## src/rtl/sat_search_driver.sv

```systemverilog
// sat_search_driver: walks every candidate assignment of a combinational SAT circuit, pausing on each hit (ports: clk/rst, start/resume/sat in, cand/model/hits/busy/found/done/unsat out)
module sat_search_driver #(
    parameter int NUM_INPUTS = 7,
    parameter int CNT_WIDTH  = NUM_INPUTS + 1
) (
    input  logic                  clk,
    input  logic                  rst,
    input  logic                  start,
    input  logic                  resume,
    input  logic                  sat,
    output logic [NUM_INPUTS-1:0] cand,
    output logic [NUM_INPUTS-1:0] model,
    output logic [CNT_WIDTH-1:0]  hits,
    output logic                  busy,
    output logic                  found,
    output logic                  done,
    output logic                  unsat
);
    typedef enum logic [1:0] {IDLE, RUN, HOLD, DONE} state_t;
    localparam logic [NUM_INPUTS-1:0] LAST = '1;
    state_t                state_q, state_d;
    logic [NUM_INPUTS-1:0] cand_q, cand_d, model_q, model_d;
    logic [CNT_WIDTH-1:0]  hits_q, hits_d;
    logic                  busy_q, found_q, done_q, unsat_q;
    always_comb begin
        state_d = state_q;
        cand_d  = cand_q;
        model_d = model_q;
        hits_d  = hits_q;
        case (state_q)
            IDLE, DONE: if (start) begin
                state_d = RUN;
                cand_d  = '0;
                hits_d  = '0;
            end
            RUN: if (sat) begin
                state_d = HOLD;
                model_d = cand_q;
                hits_d  = hits_q + CNT_WIDTH'(1);
            end else if (cand_q == LAST) begin
                state_d = DONE;
            end else begin
                cand_d = cand_q + NUM_INPUTS'(1);
            end
            HOLD: if (resume) begin
                state_d = (cand_q == LAST) ? DONE : RUN;
                cand_d  = (cand_q == LAST) ? cand_q : cand_q + NUM_INPUTS'(1);
            end
            default: state_d = IDLE;
        endcase
    end
    // Status flags are registered from the next state so sat never reaches an output combinationally.
    always_ff @(posedge clk or posedge rst) begin
        if (rst) begin
            state_q <= IDLE;
            cand_q  <= '0;
            model_q <= '0;
            hits_q  <= '0;
            busy_q  <= 1'b0;
            found_q <= 1'b0;
            done_q  <= 1'b0;
            unsat_q <= 1'b0;
        end else begin
            state_q <= state_d;
            cand_q  <= cand_d;
            model_q <= model_d;
            hits_q  <= hits_d;
            busy_q  <= (state_d == RUN) || (state_d == HOLD);
            found_q <= state_d == HOLD;
            done_q  <= state_d == DONE;
            unsat_q <= (state_d == DONE) && (hits_d == '0);
        end
    end
    assign cand  = cand_q;
    assign model = model_q;
    assign hits  = hits_q;
    assign busy  = busy_q;
    assign found = found_q;
    assign done  = done_q;
    assign unsat = unsat_q;
endmodule

```

## config.mk

```make
export PLATFORM = sky130hd
export DESIGN_NAME = sat_search_driver
export DESIGN_NICKNAME = d
export VERILOG_FILES = /design/src/rtl/sat_search_driver.sv
export SDC_FILE = /design/constraint.sdc
export NUM_CORES = 1
export LEC_CHECK = 0
export CAP_MARGIN = 40
export CORE_ASPECT_RATIO = 1.2
export CORE_MARGIN = 2
export CORE_UTILIZATION = 47
export CTS_BUF_LIST = sky130_fd_sc_hd__clkbuf_4
export DETAILED_ROUTE_END_ITERATION = 7
export PLACE_DENSITY_LB_ADDON = 0.3
export SLEW_MARGIN = 15
export SYNTH_ARGS = -nofsm -noshare
export SYNTH_HDL_FRONTEND = slang
export SYNTH_SLANG_ARGS = --single-unit
```

## constraint.sdc

```tcl
create_clock -name clk -period 2.7 [get_ports clk]
set_input_delay 0.54 -clock clk [delete_from_list [all_inputs] [get_ports clk]]
set_output_delay 0.54 -clock clk [all_outputs]
set_load 0.05 [all_outputs]
```

Figure 1. The metal 1 layer (run 1).
Scale bar: 20 um.
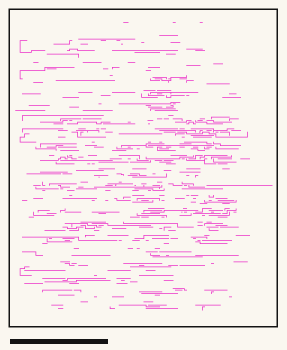
166 nets have wire on it. The longest straight run is 16.6 um.
vias: 1192
routed wire length: 3127 um

Figure 2. Wire density map (run 1).
Scale bar: 20 um. The die is cut into 11 by 13 equal tiles; dark blue is low, red is high, scaled to the fullest tile. Values are wire area over tile area, all layers added.
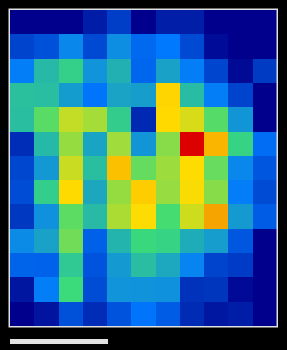
The mean over all tiles is 0.14. The densest ninth of the die: center. The emptiest ninth of the die: upper right.
Global Route Usage Sum: 21.48%
average wire length per cell after detail routing: 14.68 um

==> run summary, run 1 <==
Implementation results are summarized by area below.

Detailed routing
The detail route stage leaves a number of antenna-violating nets equal to 0. The highest layer used for signal routing is met4. The wire length on met1 is 1287 um.

In the routed design, unresolved DRC markers number 0.

Die
The floorplan step defined a die boundary enclosing 0.003519 sq mm. The number of standard-cell rows in the floorplan is 22.

Finish
The final design area excluding fillers is 0.001879 sq mm. After filler insertion, the fill cell instance count of the layout stands at 238. Per the cell usage report, the commonest logic cell in the layout is clkdlybuf4s50_1.

Leaving out fill and tap cells, the most frequent cells in the layout are clkdlybuf4s50_1, dfrtp_1, nor2_1. Leaving out buffers and inverters, the combinational logic in the layout accounts for 699.4 sq um. Clock tree buffers and inverters occupy 1.398% of the routed design's cell area. The non-clock inverters instantiated in the layout total 6. Measured on the final layout, buffering overhead outside the clock network stands at 20.37%.

The count of multi-input combinational gates is 98.

Setup path
The worst endpoint required time is 2960 ps. The report shows a maximum critical-path fanout of 5. The cell with the biggest individual delay on the critical path is or4bb_1. The endpoint of the worst setup timing path is unsat.

The report lists the cells along the critical path as ha_1, and4_1, and3_1, nor3_1, o41ai_2, buf_4, ha_2, inv_1, or4bb_1, nor4_2. The signal arrival time at the worst endpoint is 2770 ps.

Clock tree
The CTS tree is yes.

Yosys
Of the post-synthesis cell area, the dominant cell type holds 48.74%. The synthesized area per cell is 10.49 sq um. The area figure in the yosys stat output is 0.001438 sq mm.

The share of synthesized cell area in and, or, nand and nor gates is 20.54%. Per the synthesis report, the XOR/XNOR share of the synthesized area is 3.655%. The synthesized design spends more area on one cell type than any other, namely dfrtp_1.

The mapped netlist covers 0.001438 sq mm.

Timing
After layout, the worst setup slack is 188.2 ps. The count of final hold-check violations is 0. The final worst clock skew is 10.18 ps. The worst path needs 2512 ps of the cycle, external delays included.

Hold path
The hold path endpoint is model[6].

Flow run
Across all stage logs, warnings added up to 29.

Pwr
In this run the static leakage power is 0.8502 nW.

Run status
The flow ran to the end, and the final reports show no timing, DRC or antenna violations.

Global routing
In the global route stage, met3 resource usage came out at 5.069%.

Placed design
The final estimated routing congestion in global placement is 0.8403.
Figure 3. Sequential cells grouped by signal name (run 1).
Scale bar: 20 um.
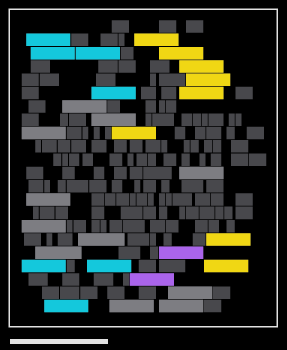
model: drawn in cyan, sequential cells 7. hits: drawn in yellow, sequential cells 8. state_q: drawn in purple, sequential cells 2.
Another 11 sequential cells are not colored.
Seq/total area: 37.42%
final core utilization: 62.64%
P_seq: 0.601 mW
sequential cell area in the final layout: 703.2 sq um

[run 1: timing repair]
action | in CTS | in global routing
hold buffers | 0 | 0
hold endpoints to repair | 0 | 0
setup endpoints to repair | 0 | 1
resized | 0 | 1
setup buffers | 0 | 2
[run 1: power breakdown]
part / switching, mW / internal [mW]
Clock: 0.121 / 0.0543
Combinational: 0.648 / 0.406
Sequential: 0.0849 / 0.516
Total: 0.854 / 0.977
[run 1: state kept, by name, summed over array words and instances (netlist names)]
| signal | flops |
|---|---|
| state_q | 2 |
| busy | 1 |
| hits | 8 |
| cand | 7 |
| done | 1 |
| found | 1 |
| model | 7 |
| unsat | 1 |
[run 1: critical path, delay by kind of cell, from the launching register on]
kind | cells | cell delay, ps
compound gates | 1 | 270
buf+inv | 2 | 200
flops | 1 | 440
fa+ha+maj | 2 | 370
simple gates | 5 | 1140
==> run 2: changes to the inputs <==
CTS_CLUSTER_SIZE = 28   (was default)
Figure 4. Pin placement (run 2).
Scale bar: 20 um. Pins as bars across the die edge, other pins in gray.
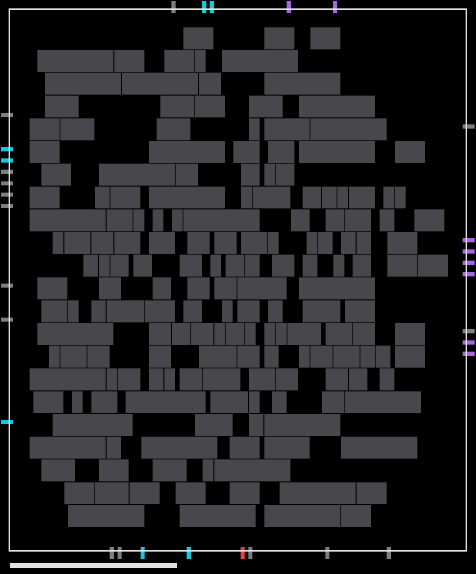
busy: drawn in red, pins 1, direction output, edge bottom. hits: drawn in purple, pins 8, direction output, edge 6 right, 2 top. model: drawn in cyan, pins 7, direction output, edge 3 left, 2 bottom, 2 top.
Die Width: 54.49 um
IO buf count: 30

Figure 5. Sequential cells grouped by signal name (run 2).
Scale bar: 20 um.
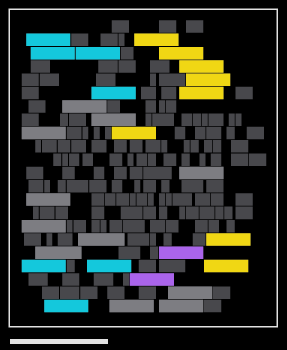
hits: drawn in yellow, sequential cells 8. state_q: drawn in purple, sequential cells 2. model: drawn in cyan, sequential cells 7.
Another 11 sequential cells are not colored.

==> run summary, run 2 <==
Implementation results are summarized by area below.

Run status
The flow ran to the end, and the final reports show no timing, DRC or antenna violations.

Yosys
The area figure in the yosys stat output is 0.001438 sq mm. Before any placement, the netlist area is recorded as 0.001438 sq mm. The warning tally printed by Yosys for this design is 0. A synthesized cell averages 10.49 sq um. The biggest area contributor in the post-synthesis netlist is dfrtp_1.

Die
The total number of tap cells is 36. The total die size is 0.003519 sq mm. The number of standard-cell rows in the floorplan is 22.

Pwr
The switching power summed over all nets is 0.8537 mW. The power in sequential cells is 0.601 mW. Net switching is 46.63% of the power. The sequential fraction of design power is 32.8%. The combinational power is 1.05 mW. The reported leakage power is 0.8502 nW. Combinational logic is responsible for 57.6% of the overall power. The power report lists the clock group at 0.175 mW.

Looking at the group totals, the largest power group turns out to be combinational logic.

Finish
Sequential cells placed in the final layout were counted as 28. Non-clock inverters in the final layout number 6. The most frequently placed logic cell in the final layout is clkdlybuf4s50_1. In the final layout, flip-flops and latches occupy 703.2 sq um. Clock cells make up 1.398% of the layout cell area.

98 cells are multi-input combinational gates. After routing the design area is 0.001879 sq mm. The layout report lists the non-clock buffer share of cell area as 20.37%. The area taken by multi-input combinational cells is reported as 699.4 sq um. The register with the most flip-flops in the layout has 8 of them. After filler insertion, the fill cell instance count of the layout stands at 238.

The total of clock buffers placed in the layout is 3. The finished layout reports a core utilization of 62.64%. Ranking logic cells in the layout by count gives the top entries clkdlybuf4s50_1, dfrtp_1, nor2_1.

Detailed routing
The number of remaining DRC errors is 0. The number of nets with antenna violations after detailed routing is 0. The average wire length per cell after detail routing is 14.68 um. In the final routing, the length of wire on met1 measures 1287 um.

In the post-route report, total wirelength is listed as 3127 um. After detailed routing, no signal wire sits above met4. The via count of the routed design is 1192.

Timing
Hold-check failures listed in the final report amount to 0. The final worst clock skew is 10.18 ps. Hold timing on the final database bottoms out at a slack of 519.4 ps. The post-route minimum period is 2512 ps. The worst path meets setup with 188.2 ps of slack.

Flow run
The number of maximum-capacitance violations recorded for the run is 0.

Setup path
The cell sequence reported for the critical path is ha_1, and4_1, and3_1, nor3_1, o41ai_2, buf_4, ha_2, inv_1, or4bb_1, nor4_2. The critical path runs through a total of 10 cells. The worst endpoint required time is 2960 ps. STA puts the critical path data arrival time at 2770 ps.

The cell with the biggest individual delay on the critical path is or4bb_1. The kind of cell with the highest combined delay along the critical path is simple AND/OR/NAND/NOR gates. In this run the worst path has a maximum fanout of 5.

Clock tree
TritonCTS built the clock tree. The clock latency reported for the late side of the worst-skew pair is 330 ps. The post-CTS hold buffer count recorded in the log is 0.

Global routing
Summed over all routing layers, the global router reports a total usage of 21.48%. The initial antenna violation count was 0. Routing resource usage on met3 recorded by global route was 5.069%.

Placed design
The placement summary gives the final routability congestion estimate as 0.8403.

Hold path
Hold analysis lists the worst path endpoint as model[6].
Figure 6. The metal 1 layer (run 2).
Scale bar: 20 um.
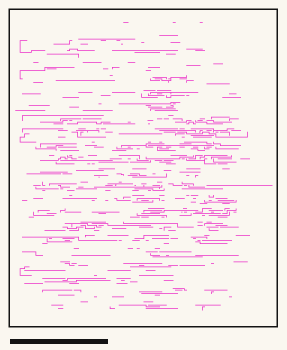
The wires run mostly horizontal. The longest straight run is 16.6 um. 166 nets have wire on it. The layer holds 41% of the routed length.
GR Util met1: 24.85%

==> run 2: cell counts after synthesis <==
No cell type changed its count.
==> run 2: worst max path at each step <==
stage | start | to
after global routing | cand[0] | unsat
after CTS | cand[0] | unsat
final | cand[0] | unsat
after global placement | sat | unsat
after detailed placement | sat | unsat
after floorplan | cand[1] | unsat
==> run 2: cells by family (layout without fill, tap and decap cells) <==
family | count (synthesis) | after routing | share of synthesized area (%)
buf+inv | 11 | 51 | 3.308
simple gates | 54 | 54 | 20.54
mux | 9 | 9 | 7.311
xor+xnor | 6 | 6 | 3.655
fa+ha+maj | 7 | 7 | 6.092
compound gates | 22 | 22 | 10.36
flops | 28 | 28 | 48.74
==> run 2: repair_timing <==
item | 4_1_cts | 5_1_grt
setup endpoints to repair | 0 | 1
resized | 0 | 1
setup buffers | 0 | 2
Power and IR drop assume default switching activity.
